File: src/rtl/dsp_vector_sub_pipeline_if.sv
// Stream interface for dsp_vector_sub_pipeline: four minuend/subtrahend lanes in,
// four difference lanes plus per-lane borrow out, each side with valid/ready.
interface dsp_vector_sub_pipeline_if #(
  parameter int unsigned WIDTH = 8
);
  logic [WIDTH-1:0] a_0, a_1, a_2, a_3;
  logic [WIDTH-1:0] b_0, b_1, b_2, b_3;
  logic             in_valid;
  logic             in_ready;
  logic [WIDTH-1:0] y_0, y_1, y_2, y_3;
  logic [3:0]       borrow;
  logic             out_valid;
  logic             out_ready;

  modport master (
    output a_0, a_1, a_2, a_3, b_0, b_1, b_2, b_3, in_valid, out_ready,
    input  in_ready, y_0, y_1, y_2, y_3, borrow, out_valid
  );

  modport slave (
    input  a_0, a_1, a_2, a_3, b_0, b_1, b_2, b_3, in_valid, out_ready,
    output in_ready, y_0, y_1, y_2, y_3, borrow, out_valid
  );
endinterface

File: src/rtl/dsp_vector_sub_pipeline.sv
// 4-lane unsigned SIMD subtractor in DSP48E2 FOUR12 packing with a globally stalled
// valid/ready pipeline. Define DSP_VECTOR_SUB_SATURATE_EN to clamp borrowed lanes to 0.
module dsp_vector_sub_pipeline #(
  parameter int unsigned WIDTH   = 8,
  parameter int unsigned LATENCY = 2
) (
  input logic                   clock,
  input logic                   reset,
  dsp_vector_sub_pipeline_if.slave s
);

  logic             advance;
  logic [47:0]      c_in, ab_in;
  logic [47:0]      sub_z, sub_x;
  logic             sub_v;
  logic [WIDTH-1:0] res_y [4];
  logic [3:0]       res_b;
  logic [3:0]       unused_mid;
  logic             p_v;
  logic [WIDTH-1:0] p_y [4];
  logic [3:0]       p_b;

  assign advance    = s.out_ready | ~p_v;
  assign s.in_ready = advance;

  // Each lane sits zero-extended in its own 12-bit slot; bit 11 becomes the borrow.
  always_comb begin
    c_in  = '0;
    ab_in = '0;
    c_in[11:0]   = 12'(s.a_0);
    c_in[23:12]  = 12'(s.a_1);
    c_in[35:24]  = 12'(s.a_2);
    c_in[47:36]  = 12'(s.a_3);
    ab_in[11:0]  = 12'(s.b_0);
    ab_in[23:12] = 12'(s.b_1);
    ab_in[35:24] = 12'(s.b_2);
    ab_in[47:36] = 12'(s.b_3);
  end

  // Operand stages 1..LATENCY-1 carry packed operands; the subtract feeds the last stage.
  for (genvar k = 0; k < int'(LATENCY) - 1; k++) begin : g_op
    logic [47:0] z, x, z_d, x_d;
    logic        v, v_d;

    if (k == 0) begin : g_src
      always_comb begin
        z_d = c_in;
        x_d = ab_in;
        v_d = s.in_valid;
      end
    end else begin : g_src
      always_comb begin
        z_d = g_op[k-1].z;
        x_d = g_op[k-1].x;
        v_d = g_op[k-1].v;
      end
    end

    always_ff @(posedge clock or negedge reset) begin
      if (!reset) begin
        v <= 1'b0;
        z <= '0;
        x <= '0;
      end else if (advance) begin
        v <= v_d;
        if (v_d) begin
          z <= z_d;
          x <= x_d;
        end
      end
    end
  end

  if (LATENCY == 1) begin : g_sub_src
    always_comb begin
      sub_z = c_in;
      sub_x = ab_in;
      sub_v = s.in_valid;
    end
  end else begin : g_sub_src
    always_comb begin
      sub_z = g_op[LATENCY-2].z;
      sub_x = g_op[LATENCY-2].x;
      sub_v = g_op[LATENCY-2].v;
    end
  end

  for (genvar i = 0; i < 4; i++) begin : g_lane
    logic [11:0] diff;
    always_comb begin
      diff     = sub_z[12*i +: 12] - sub_x[12*i +: 12];
      res_b[i] = diff[11];
`ifdef DSP_VECTOR_SUB_SATURATE_EN
      res_y[i] = diff[11] ? '0 : diff[WIDTH-1:0];
`else
      res_y[i] = diff[WIDTH-1:0];
`endif
      unused_mid[i] = ^diff;
    end
  end

  always_ff @(posedge clock or negedge reset) begin
    if (!reset) begin
      p_v <= 1'b0;
      p_y <= '{default: '0};
      p_b <= '0;
    end else if (advance) begin
      p_v <= sub_v;
      if (sub_v) begin
        p_y <= res_y;
        p_b <= res_b;
      end
    end
  end

  always_comb begin
    s.out_valid = p_v;
    s.y_0       = p_y[0];
    s.y_1       = p_y[1];
    s.y_2       = p_y[2];
    s.y_3       = p_y[3];
    s.borrow    = p_b;
  end

endmodule

File: src/flat_wrapper.sv
// flat-port wrapper written by rule: the top's interface ports become plain ports
module dsp_vector_sub_pipeline_flat 
#(
  parameter int unsigned WIDTH   = 8,
  parameter int unsigned LATENCY = 2
)
  (clock, reset, s_a_0, s_a_1, s_a_2, s_a_3, s_b_0, s_b_1, s_b_2, s_b_3, s_in_valid, s_out_ready, s_in_ready, s_y_0, s_y_1, s_y_2, s_y_3, s_borrow, s_out_valid);
  dsp_vector_sub_pipeline_if #(.WIDTH(WIDTH)) s_i ();
  input logic clock;
  input logic reset;
  input wire logic [$bits(s_i.a_0)-1:0] s_a_0;
  input wire logic [$bits(s_i.a_1)-1:0] s_a_1;
  input wire logic [$bits(s_i.a_2)-1:0] s_a_2;
  input wire logic [$bits(s_i.a_3)-1:0] s_a_3;
  input wire logic [$bits(s_i.b_0)-1:0] s_b_0;
  input wire logic [$bits(s_i.b_1)-1:0] s_b_1;
  input wire logic [$bits(s_i.b_2)-1:0] s_b_2;
  input wire logic [$bits(s_i.b_3)-1:0] s_b_3;
  input wire logic [$bits(s_i.in_valid)-1:0] s_in_valid;
  input wire logic [$bits(s_i.out_ready)-1:0] s_out_ready;
  output wire logic [$bits(s_i.in_ready)-1:0] s_in_ready;
  output wire logic [$bits(s_i.y_0)-1:0] s_y_0;
  output wire logic [$bits(s_i.y_1)-1:0] s_y_1;
  output wire logic [$bits(s_i.y_2)-1:0] s_y_2;
  output wire logic [$bits(s_i.y_3)-1:0] s_y_3;
  output wire logic [$bits(s_i.borrow)-1:0] s_borrow;
  output wire logic [$bits(s_i.out_valid)-1:0] s_out_valid;
  assign s_i.a_0 = s_a_0;
  assign s_i.a_1 = s_a_1;
  assign s_i.a_2 = s_a_2;
  assign s_i.a_3 = s_a_3;
  assign s_i.b_0 = s_b_0;
  assign s_i.b_1 = s_b_1;
  assign s_i.b_2 = s_b_2;
  assign s_i.b_3 = s_b_3;
  assign s_i.in_valid = s_in_valid;
  assign s_i.out_ready = s_out_ready;
  assign s_in_ready = s_i.in_ready;
  assign s_y_0 = s_i.y_0;
  assign s_y_1 = s_i.y_1;
  assign s_y_2 = s_i.y_2;
  assign s_y_3 = s_i.y_3;
  assign s_borrow = s_i.borrow;
  assign s_out_valid = s_i.out_valid;
  dsp_vector_sub_pipeline #(.WIDTH(WIDTH), .LATENCY(LATENCY)) u_core (.clock(clock), .reset(reset), .s(s_i));
endmodule
File: config.mk
export PLATFORM = sky130hd
export DESIGN_NAME = dsp_vector_sub_pipeline_flat
export DESIGN_NICKNAME = d
export VERILOG_FILES = /design/src/rtl/dsp_vector_sub_pipeline_if.sv /design/src/rtl/dsp_vector_sub_pipeline.sv /design/src/flat_wrapper.sv
export SDC_FILE = /design/constraint.sdc
export NUM_CORES = 1
export LEC_CHECK = 0
export ABC_AREA = 0
export CORE_MARGIN = 2
export CORE_UTILIZATION = 45
export CTS_BUF_LIST = sky130_fd_sc_hd__clkbuf_4 sky130_fd_sc_hd__clkbuf_8 sky130_fd_sc_hd__clkbuf_16
export DETAILED_ROUTE_END_ITERATION = 10
export PLACE_DENSITY = 0.73
export SYNTH_ARGS = -nofsm -noshare
export SYNTH_HDL_FRONTEND = slang
export SYNTH_SLANG_ARGS = --single-unit
File: constraint.sdc
create_clock -name clock -period 1.6 [get_ports clock]
set_input_delay 0.4 -clock clock [delete_from_list [all_inputs] [get_ports clock]]
set_output_delay 0.4 -clock clock [all_outputs]
set_load 0.03 [all_outputs]
run_1/final_clocks.png
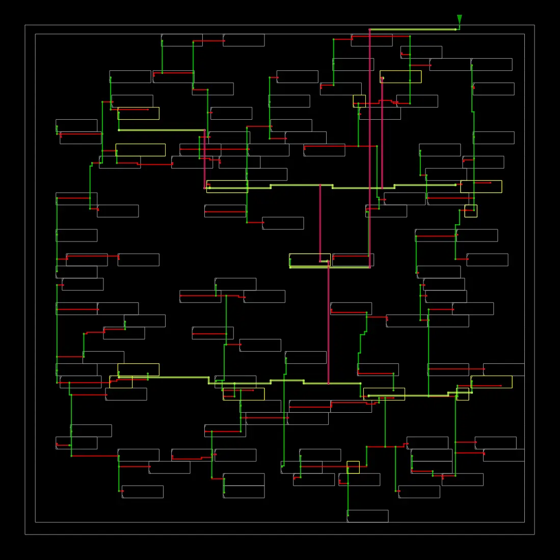
clock buffer count: 10
# clock sinks: 102
Clock net power: 2.24 mW

run_1/met3.png
(2 px per µm)
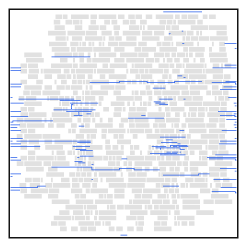
- nets with wire on the layer: 93
- share of all routed wire: 5.7%
- main direction: horizontal

run_1/met2.png
(2 px per µm)
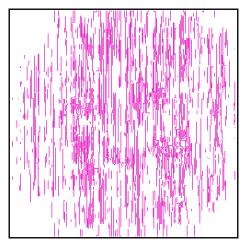
- wire length on this layer: 7550 µm
- main direction: vertical
- longest straight run: 51.0 µm
- share of all routed wire: 51%
- nets with wire on the layer: 701

==> run notes, run 1 <==
The layout has 877 filler cells. For the worst reg-to-reg path, the startpoint reported by OpenROAD is u_core.g_op[0].z[36]$_DFFE_PN0P_. The tools report the kind of end point of the critical path as a flop. The vertical die dimension reported for this design is 114 µm.

Per the post-route antenna check, the number of violating nets is 0. With the xor/xnor cell area share of the yosys netlist at 0.00649, the worst-case setup slack after placement is -0.523 ns. For the largest net degree at the start of global routing, the log shows 36. Per the CTS log, the root buffer master is sky130_fd_sc_hd__clkbuf_16.

The simple-gate portion of the synthesized area came out at 0.111. The most used flip-flop cell after synthesis is sky130_fd_sc_hd__dfrtp_1. TritonCTS built the clock tree.

The global-route total usage across every layer came out at 0.224. The run gives 0 for the number of max-cap violations. The run gives 0.309 for the sequential fraction of total cell area. Looking at hold timing, the worst path starts from u_core.s.y_1[4]$_DFFE_PN0P_. The routed design shows a wire length per standard cell of 17.7 µm.

Yosys reports that the most numerous cell types are sky130_fd_sc_hd__dfrtp_1 (102), sky130_fd_sc_hd__mux2_2 (64), sky130_fd_sc_hd__inv_1 (51). Counting pins that exceed their max-slew limit in the final report gives 0. The area taken by flip-flops and latches came out at 0.00255 mm². In this run the critical path is formed by inv_1, ha_2, fa_2, nor2b_2, o31a_1, or4_1, nand3_1. The number of DRC violations after detailed-routing iteration 0 was 287; the HPWL after detailed placement was 9420 µm. For this run, combinational gates with multiple inputs come to 318.

For the count of nets after finishing, the log shows 784. The logs give -5.43 ns for the total negative slack and 102 for the flip-flop and latch count. The data-path buffer share of cell area in the final layout came out at 0.239. Looking at the reg2reg group, the worst path ends at u_core.s.y_3[6]$_DFFE_PN0P_. With the core footprint at 0.0119 mm², the total area of multi-input combinational cells is 0.00305 mm². Number of setup buffers added after CTS: 25. Per the Yosys statistics, synthesis produced 492 cells. The portion of the post-synthesis area used by sequential elements is 0.473, and the starting utilization of the core area is 0.455. The fraction of layout instances using a drive strength above 1 was 0.342; the detail-routed via count per cell was 5.47. The count of inserted antenna diode cells came out at 0. Setup repair after global routing could not meet its margin everywhere.

The startpoint class of the critical path was a flop. In the log, the iteration count for the first detailed-route pass is 4. The tools report the final-report setup violation count as 74. The number of cells on the worst reg-to-reg path is 7. With the number of tap instances at 147, the transition time at the pin with the least slew margin is 0.341 ns.

The combinational share of cell area was 0.369. Clock latency on the worst-skew pair, taken at its later pin, is 0.35 ns. Looking at the VDD voltage map, the peak drop is 0.000700 V. Counting distinct cell types in the post-synthesis netlist gives 35. In the final run the clock tree shows a worst skew of 0.00686 ns.

The area of the die is 0.0129 mm², and the power density over cell area is 1440 mW/mm². Per the CTS log, the maximum H-tree level is 3. The number of buffers and inverters on the critical path works out to 1. The run gives 1 for the cell depth of the worst hold path. Area added between synthesis and finish: 53.0%. The post-synthesis mux area share was 0.133. The flow ran to the end, but the final reports show violations. In the final report, the number of hold violations comes to 0. Per the timing report, the achievable frequency comes out to 0.558 GHz.

For the headroom to the max-slew limit, the log shows 0.770. The critical path runs through a total of 7 cells. The critical setup path kind was reg2reg. The share of the clock period used by the worst path came out at 1.12.

The logs give 0 for the synthesis warning total and -0.191 ns for the setup slack of the critical path after layout. The area fraction of the dominant cell type after synthesis was 0.473; the number of buffers inserted by hold repair at cts was 1. The number of synthesized register bits was 102. The first global-routing pass estimated 23000 µm of wire.

Number of top-level pins: 106. Counting along the longest clock path gives a buffer depth of 2. The number of non-clock inverters works out to 52.

The run gives -0.19 ns as the reg-to-reg setup timing slack. Max fanout on the critical path was recorded as 3. At the worst endpoint, the arrival time is 2.08 ns. The endpoint of the worst hold path is reported as u_core.s.y_1[4]$_DFFE_PN0P_. Synthesis produced a netlist with a net count of 596. The post-synthesis cell count was 492; the initial antenna violation count was 0. In the CTS report, the clock slew at the register clock pins of the worst setup and hold paths is listed as 0.07 ns. Per the GRT congestion report, total overflow comes to 0.

For this block, the via count after detailed routing is 4543. The run gives 1.89 ns as the data required time at the worst endpoint. The final reports fail on negative setup slack.

Among all stages on the critical path, the largest delay is contributed by sky130_fd_sc_hd__or4_1. The synthesized netlist occupies a cell area of 0.00540 mm². The most critical min-delay path falls under reg2reg. Per the detailed-route log, wirelength across all metal layers totals 14700 µm.
[run 1: flip-flops by register name (all words and copies together), names as in the netlist]
name                flops
u_core.s.y_2            8
u_core.g_op.z          32
u_core.s.y_0            8
u_core.g_op.v           1
u_core.s.out_valid      1
u_core.s.y_3            8
u_core.s.y_1            8
u_core.s.borrow         4
u_core.g_op.x          32
[run 1: layer usage]
layer  vias to the layer above  GRT usage  wire length (µm)
li1                       2150          -                 -
met1                      2215      0.271              6040
met2                       154      0.398              7550
met3                        24     0.0558               835
met4                         0     0.0667               255
met5                         -          0                 0
[run 1: power breakdown]
part	total, mW	switching, mW	leakage (nW)	internal, mW
logic	5.88	3.11	2.57	2.77
clock network	2.24	0.991	0.133	1.25
registers	3.78	0.471	1.21	3.31
total	11.9	4.57	3.90	7.33
[run 1: per-stage QoR]
stage          hold WS [ns]  cell area (µm²)  cells  total power, mW
2_1_floorplan         0.104             5470    492             6.82
3_3_place_gp          0.316             7090    778             8.84
3_5_place_dp          0.327             7090    778             8.99
4_1_cts               0.483             7880    822             11.4
5_1_grt               0.497             8260    831             12.7
6_report              0.477             8260    831             11.9
[run 1: cells in the final DEF, fill, tap and decap left out, drive strengths merged, types with 3 or more instances in the layout]
master	netlist	final
a211oi	10	10
a21o	4	4
a21oi	7	7
buf	14	91
clkbuf	6	12
clkdlybuf4s50	0	65
clkinvlp	0	4
dfrtp	102	102
dlygate4sd2	0	38
fa	4	4
ha	32	32
inv	52	51
mux2	64	64
nand2	28	28
nand2b	15	15
nand3	12	12
nand4	8	8
nand4b	3	3
nor2	15	15
nor2b	5	5
nor3	5	5
nor4	3	3
o2111ai	9	9
o21a	5	5
o21ai	38	38
o221a	6	6
o311a	8	8
o311ai	3	3
o31a	6	6
o31ai	4	4
or3	5	5
or4	12	12
xor2	4	4
==> run 2, diff against run 1 <==
--- a/config.mk
+++ b/config.mk
@@ -6,11 +6,12 @@
 export NUM_CORES = 1
 export LEC_CHECK = 0
 export ABC_AREA = 0
-export CORE_MARGIN = 2
+export CORE_MARGIN = 8
 export CORE_UTILIZATION = 45
 export CTS_BUF_LIST = sky130_fd_sc_hd__clkbuf_4 sky130_fd_sc_hd__clkbuf_8 sky130_fd_sc_hd__clkbuf_16
 export DETAILED_ROUTE_END_ITERATION = 10
 export PLACE_DENSITY = 0.73
+export REMOVE_ABC_BUFFERS = 1
 export SYNTH_ARGS = -nofsm -noshare
 export SYNTH_HDL_FRONTEND = slang
 export SYNTH_SLANG_ARGS = --single-unit
run_2/pdn.png
(3 px per µm) Pins as bars on the die edge. Tap cells in gray.
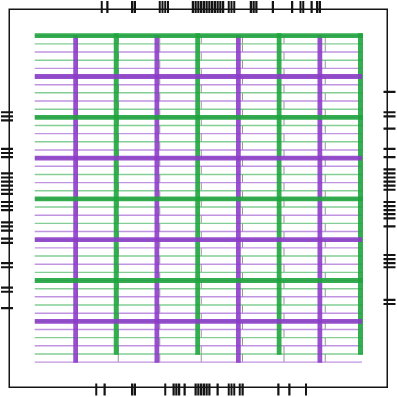
- VDD: green
- VSS: purple
- rows: 40
- tap cells: 147
- met1 rails: 41

==> run notes, run 2 <==
The final-layout fill cell count is 941 (+7.3%). The number of DRC violations after detailed-routing iteration 0 was 348 (+21%). The registers reported with the highest flop counts are u_core.g_op.x (32), u_core.g_op.z (32). The flip-flop and latch count is 102 (unchanged). By instance count after routing, the leading logic cell types are sky130_fd_sc_hd__dfrtp_1 (102), sky130_fd_sc_hd__clkdlybuf4s50_1 (65), sky130_fd_sc_hd__mux2_2 (64), sky130_fd_sc_hd__buf_4 (62), sky130_fd_sc_hd__inv_1 (43). The met2 global-route usage was 0.312 (-0.0862); the total placed instance area was 0.00699 mm² (-1.5%). The final setup skew was 0.00578 ns (-0.00107 ns).

Max-slew violation count: 0 (unchanged). The flow ran to the end, but the final reports show violations. The power density over cell area works out to 1480 mW/mm² (+2.7%).

The tools report the largest net degree at the start of global routing as 65 (+81%). Kind of end point of the critical path: a flop. The count of endpoints failing hold in the final timing report is 0 (unchanged), and the sum of routed wire segments on met1 is 5570 µm (-7.8%). The number of synthesized register bits came out at 102 (unchanged). The sequential fraction of total cell area works out to 0.332 (+0.0231). The routed length on met2 came out at 7130 µm (-5.7%). The clock power share came out at 0.187 (about the same). The data-path buffer share of cell area in the final layout is 0.213 (-0.0252).

The number of non-clock inverters was 52 (unchanged). The run gives -0.544 ns (-0.0206 ns) as the worst-case setup slack after placement. The setup slack of the critical path after layout was -0.176 ns (+0.0154 ns). The core footprint is 0.0119 mm² (unchanged), and the total area of multi-input combinational cells is 0.00282 mm² (-7.5%).

The yosys cell count came out at 492 (unchanged). The portion of the post-synthesis area used by sequential elements was 0.473 (unchanged). The count of placed standard cells in the final layout, fillers left out is 813 (-2.2%), and the endpoint arrival time on the critical path is 2.01 ns (-0.07 ns). The final-report setup violation count is 17 (-77%), and the synthesis warning total is 0 (unchanged). The worst IR drop on VDD is 0.000751 V (+7.3%), and the number of buffers and inverters on the critical path is 1 (unchanged). With the post-synthesis cell type count at 35 (unchanged), the die extent in y is 126 µm (+11%). The clock tree buffer depth is 2 (unchanged), and the count of nets after finishing is 765 (-2.4%). The fraction of layout instances using a drive strength above 1 is 0.324 (-0.0178), and the final hold slack is 0.388 ns (-0.0888 ns).

The final reports fail on negative setup slack. The number of logic gates was 318 (unchanged); the count of inserted antenna diode cells was 0 (unchanged). Looking at the setup timing report, the critical path kind is reg2reg. Compared with the post-synthesis result, the final layout area differs by 42.3%.

The tools report the number of tap instances as 147 (unchanged). The met3 layer usage reported by global route was 0.0523 (-0.00352). The run gives 0.484 (-0.010) as the combinational group share of total power.

TritonCTS built the clock tree. With the cell-internal power at 7.01 mW (-4.4%), the combinational share of cell area is 0.367 (-0.00190). The net switching share of the total power works out to 0.383 (-0.000599). For the global route total overflow, the log shows 0 (unchanged). The critical path depth came out at 7 (unchanged). In the synthesized netlist the dominant register cell turns out to be sky130_fd_sc_hd__dfrtp_1.

The detailed-routed wire length on met3 is 737 µm (-12%). The tools report the CTS H-tree depth as 3 (unchanged). The clock insertion delay at the later pin of the skew report was 0.35 ns (about the same); the fmax was 0.563 GHz (+0.87%). The initial antenna violation count was 0 (unchanged); the area taken by flip-flops and latches was 0.00255 mm² (about the same). The run gives 0.473 (unchanged) for the area fraction of the dominant cell type after synthesis. The run gives 5.41 (-0.96%) for the detail-routed via count per cell.

The final-layout clock buffer total came out at 13 (+3).
run 2: what timing repair did:
action                                  in CTS  in global routing
endpoints found under the hold margin        1                  0
pin swaps                                   26                 18
buffers inserted                            12                 11
gates cloned                                 0                  0
resized                                     84                 33
hold buffers                                 1                  0
endpoints found under the setup margin      87                 22
run 2: worst reg2reg max path: stages, from the launching register on:
cell,delay (ns)
sky130_fd_sc_hd__dfrtp_1,0.40
sky130_fd_sc_hd__ha_4,0.17
sky130_fd_sc_hd__fa_2,0.37
sky130_fd_sc_hd__nor2b_2,0.15
sky130_fd_sc_hd__o31a_1,0.24
sky130_fd_sc_hd__buf_4,0.14
sky130_fd_sc_hd__a211oi_2,0.03
sky130_fd_sc_hd__a21o_1,0.16
run 2: kinds of logic (layout without fill, tap and decap cells):
kind of cell / Yosys count / count (layout) / share of synthesized area
flops: 102 / 102 / 0.473
compound gates: 102 / 102 / 0.133
buf+inv: 72 / 246 / 0.0533
xor+xnor: 4 / 4 / 0.00649
mux: 64 / 64 / 0.133
simple gates: 112 / 112 / 0.111
fa+ha+maj: 36 / 36 / 0.0890
run 2: per-stage QoR:
| step | power, mW | TNS [ns] |
|---|---|---|
| 2_1_floorplan | 6.73 | -128.72 |
| 3_3_place_gp | 8.76 | -31.88 |
| 3_5_place_dp | 8.94 | -33.79 |
| 4_1_cts | 11.1 | -1.58 |
| 5_1_grt | 12.1 | -2.95 |
| 6_report | 11.4 | -1.51 |
run 2: power groups by stage:
stage          Combinational [mW]  Clock [mW]  Sequential (mW)
2_1_floorplan                2.13           0             4.60
3_3_place_gp                 5.01           0             3.75
3_5_place_dp                 5.17           0             3.77
4_1_cts                      5.20        2.19             3.72
5_1_grt                      6.00        2.29             3.83
6_report                     5.51        2.13             3.73
==> run 3, diff against run 2 <==
--- a/config.mk
+++ b/config.mk
@@ -8,9 +8,8 @@
 export ABC_AREA = 0
 export CORE_MARGIN = 8
 export CORE_UTILIZATION = 45
-export CTS_BUF_LIST = sky130_fd_sc_hd__clkbuf_4 sky130_fd_sc_hd__clkbuf_8 sky130_fd_sc_hd__clkbuf_16
 export DETAILED_ROUTE_END_ITERATION = 10
-export PLACE_DENSITY = 0.73
+export PLACE_DENSITY = 0.7
 export REMOVE_ABC_BUFFERS = 1
 export SYNTH_ARGS = -nofsm -noshare
 export SYNTH_HDL_FRONTEND = slang
==> constraint.sdc (replaced) <==
create_clock -name clock -period 1.84 [get_ports clock]
set_input_delay 0.46 -clock clock [delete_from_list [all_inputs] [get_ports clock]]
set_output_delay 0.46 -clock clock [all_outputs]
set_load 0.03 [all_outputs]
run_3/met3.png
(2 px per µm)
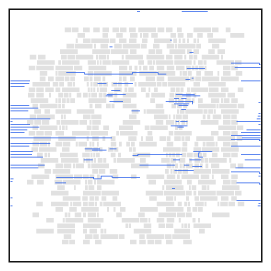
- longest straight run: 50.4 µm
- share of all routed wire: 6.1%
- nets with wire on the layer: 77

==> run notes, run 3 <==
In this run the top signal layer used is met4. The largest net degree at the start of global routing came out at 103 (+58%). The tools report the count of endpoints failing hold in the final timing report as 0 (unchanged). The tools report the endpoint arrival time on the critical path as 2.06 ns (+0.05 ns). The tools report the area taken by flip-flops and latches as 0.00255 mm² (unchanged). The post-synthesis cell type count came out at 35 (unchanged).

The tools report the kind of end point of the critical path as a flop. With the max-slew violation count at 0 (unchanged), the area added between synthesis and finish is 34.6%. The synthesis warning total is 0 (unchanged), and the critical path depth is 7 (unchanged). Met3 layer usage reported by global route: 0.0540 (+0.00170).

The met2 global-route usage came out at 0.301 (-0.0108). The largest registers in the layout are u_core.g_op.x (32), u_core.g_op.z (32). The area fraction of the dominant cell type after synthesis works out to 0.473 (unchanged).

The number of synthesized register bits is 102 (unchanged). The count of placed standard cells in the final layout, fillers left out was 777 (-4.4%); the power density over cell area was 1300 mW/mm² (-12%). Detail-routed via count per cell: 5.51 (+1.9%). The core footprint was 0.0119 mm² (unchanged); the fmax was 0.562 GHz (-0.14%). The count of cells resized by post-cts repair is 47 (-44%), and the initial antenna violation count is 0 (unchanged).

The logs give 799 µm (+8.4%) for the detailed-routed wire length on met3 and 0 (unchanged) for the count of inserted antenna diode cells. The number of setup buffers added after CTS is 5 (-7). The logs give 0 (-17) for the final-report setup violation count and 0 (-1) for the number of buffers inserted by hold repair at cts.

The critical setup path kind is reg2reg. The run gives 0.000724 V (-3.6%) as the worst IR drop on VDD. The sum of routed wire segments on met1 came out at 5220 µm (-6.3%). The run finished with clean final reports.

The clock tree buffer depth came out at 2 (unchanged). The final-layout fill cell count is 964 (+2.4%). The CTS H-tree depth was 3 (unchanged); the number of buffers and inverters on the critical path was 1 (unchanged). The library cells used most frequently in the layout, excluding fill and tap cells, are sky130_fd_sc_hd__dfrtp_1 (102), sky130_fd_sc_hd__clkdlybuf4s50_1 (65), sky130_fd_sc_hd__mux2_2 (64), sky130_fd_sc_hd__inv_1 (47), sky130_fd_sc_hd__dlygate4sd2_1 (37). The total area of multi-input combinational cells was 0.00266 mm² (-5.5%).

The logs give 729 (-4.7%) for the count of nets after finishing and 0.00554 ns (-0.000242 ns) for the final setup skew. The run gives 0.473 (unchanged) for the portion of the post-synthesis area used by sequential elements. TritonCTS built the clock tree.

Primary flip-flop cell chosen by synthesis mapping: sky130_fd_sc_hd__dfrtp_1. Global route total overflow: 0 (unchanged).
-- run 3: cells by family after synthesis --
family	share of synthesized area
flip-flops	0.473
multiplexers	0.133
buffers and inverters	0.0533
AND-OR/OR-AND	0.133
adder cells (fa/ha/maj)	0.0890
XOR/XNOR	0.00649
AND/OR/NAND/NOR	0.111
-- run 3: worst min-delay path by stage --
| stage | end | cells after the start | slack (ns) |
|---|---|---|---|
| 4_1_cts | u_core.g_op[0].x[2]$_DFFE_PN0P_ | 2 | 0.20 |
| 3_3_place_gp | u_core.s.y_2[3]$_DFFE_PN0P_ | 2 | 0.47 |
| 3_5_place_dp | u_core.s.y_2[1]$_DFFE_PN0P_ | 2 | 0.47 |
| 6_report | u_core.g_op[0].x[2]$_DFFE_PN0P_ | 2 | 0.11 |
| 5_1_grt | u_core.g_op[0].x[2]$_DFFE_PN0P_ | 2 | 0.20 |
| 2_1_floorplan | u_core.g_op[0].v$_DFFE_PN0N_ | 0 | 0.16 |
-- run 3: through the flow --
step / setup WS, ns / power (mW) / area [µm²] / utilization / hold slack [ns]
final: 0.0620 / 9.48 / 7270 / 0.613 / 0.105
after global routing: -0.0160 / 10.1 / 7270 / 0.613 / 0.204
after CTS: 0.000280 / 9.47 / 7190 / 0.606 / 0.205
after detailed placement: -0.377 / 7.59 / 6830 / 0.576 / 0.471
after global placement: -0.300 / 7.45 / 6830 / 0.576 / 0.466
after floorplan: -1.23 / 5.85 / 5310 / - / 0.164
-- run 3: area by class of cell --
cell class              count  area share
well taps                 147      0.0253
multi-input cells         318       0.366
clock inverters             4     0.00964
repair buffers            142       0.186
clock buffers              12      0.0339
flip-flops and latches    102       0.351
inverters                  52      0.0269
-- run 3: report_power, final --
group	internal, mW	switching [mW]
Combinational	1.81	2.37
Clock	1.23	0.815
Sequential	2.88	0.370
Total	5.92	3.56
Power is estimated from default activity; no workload was simulated.
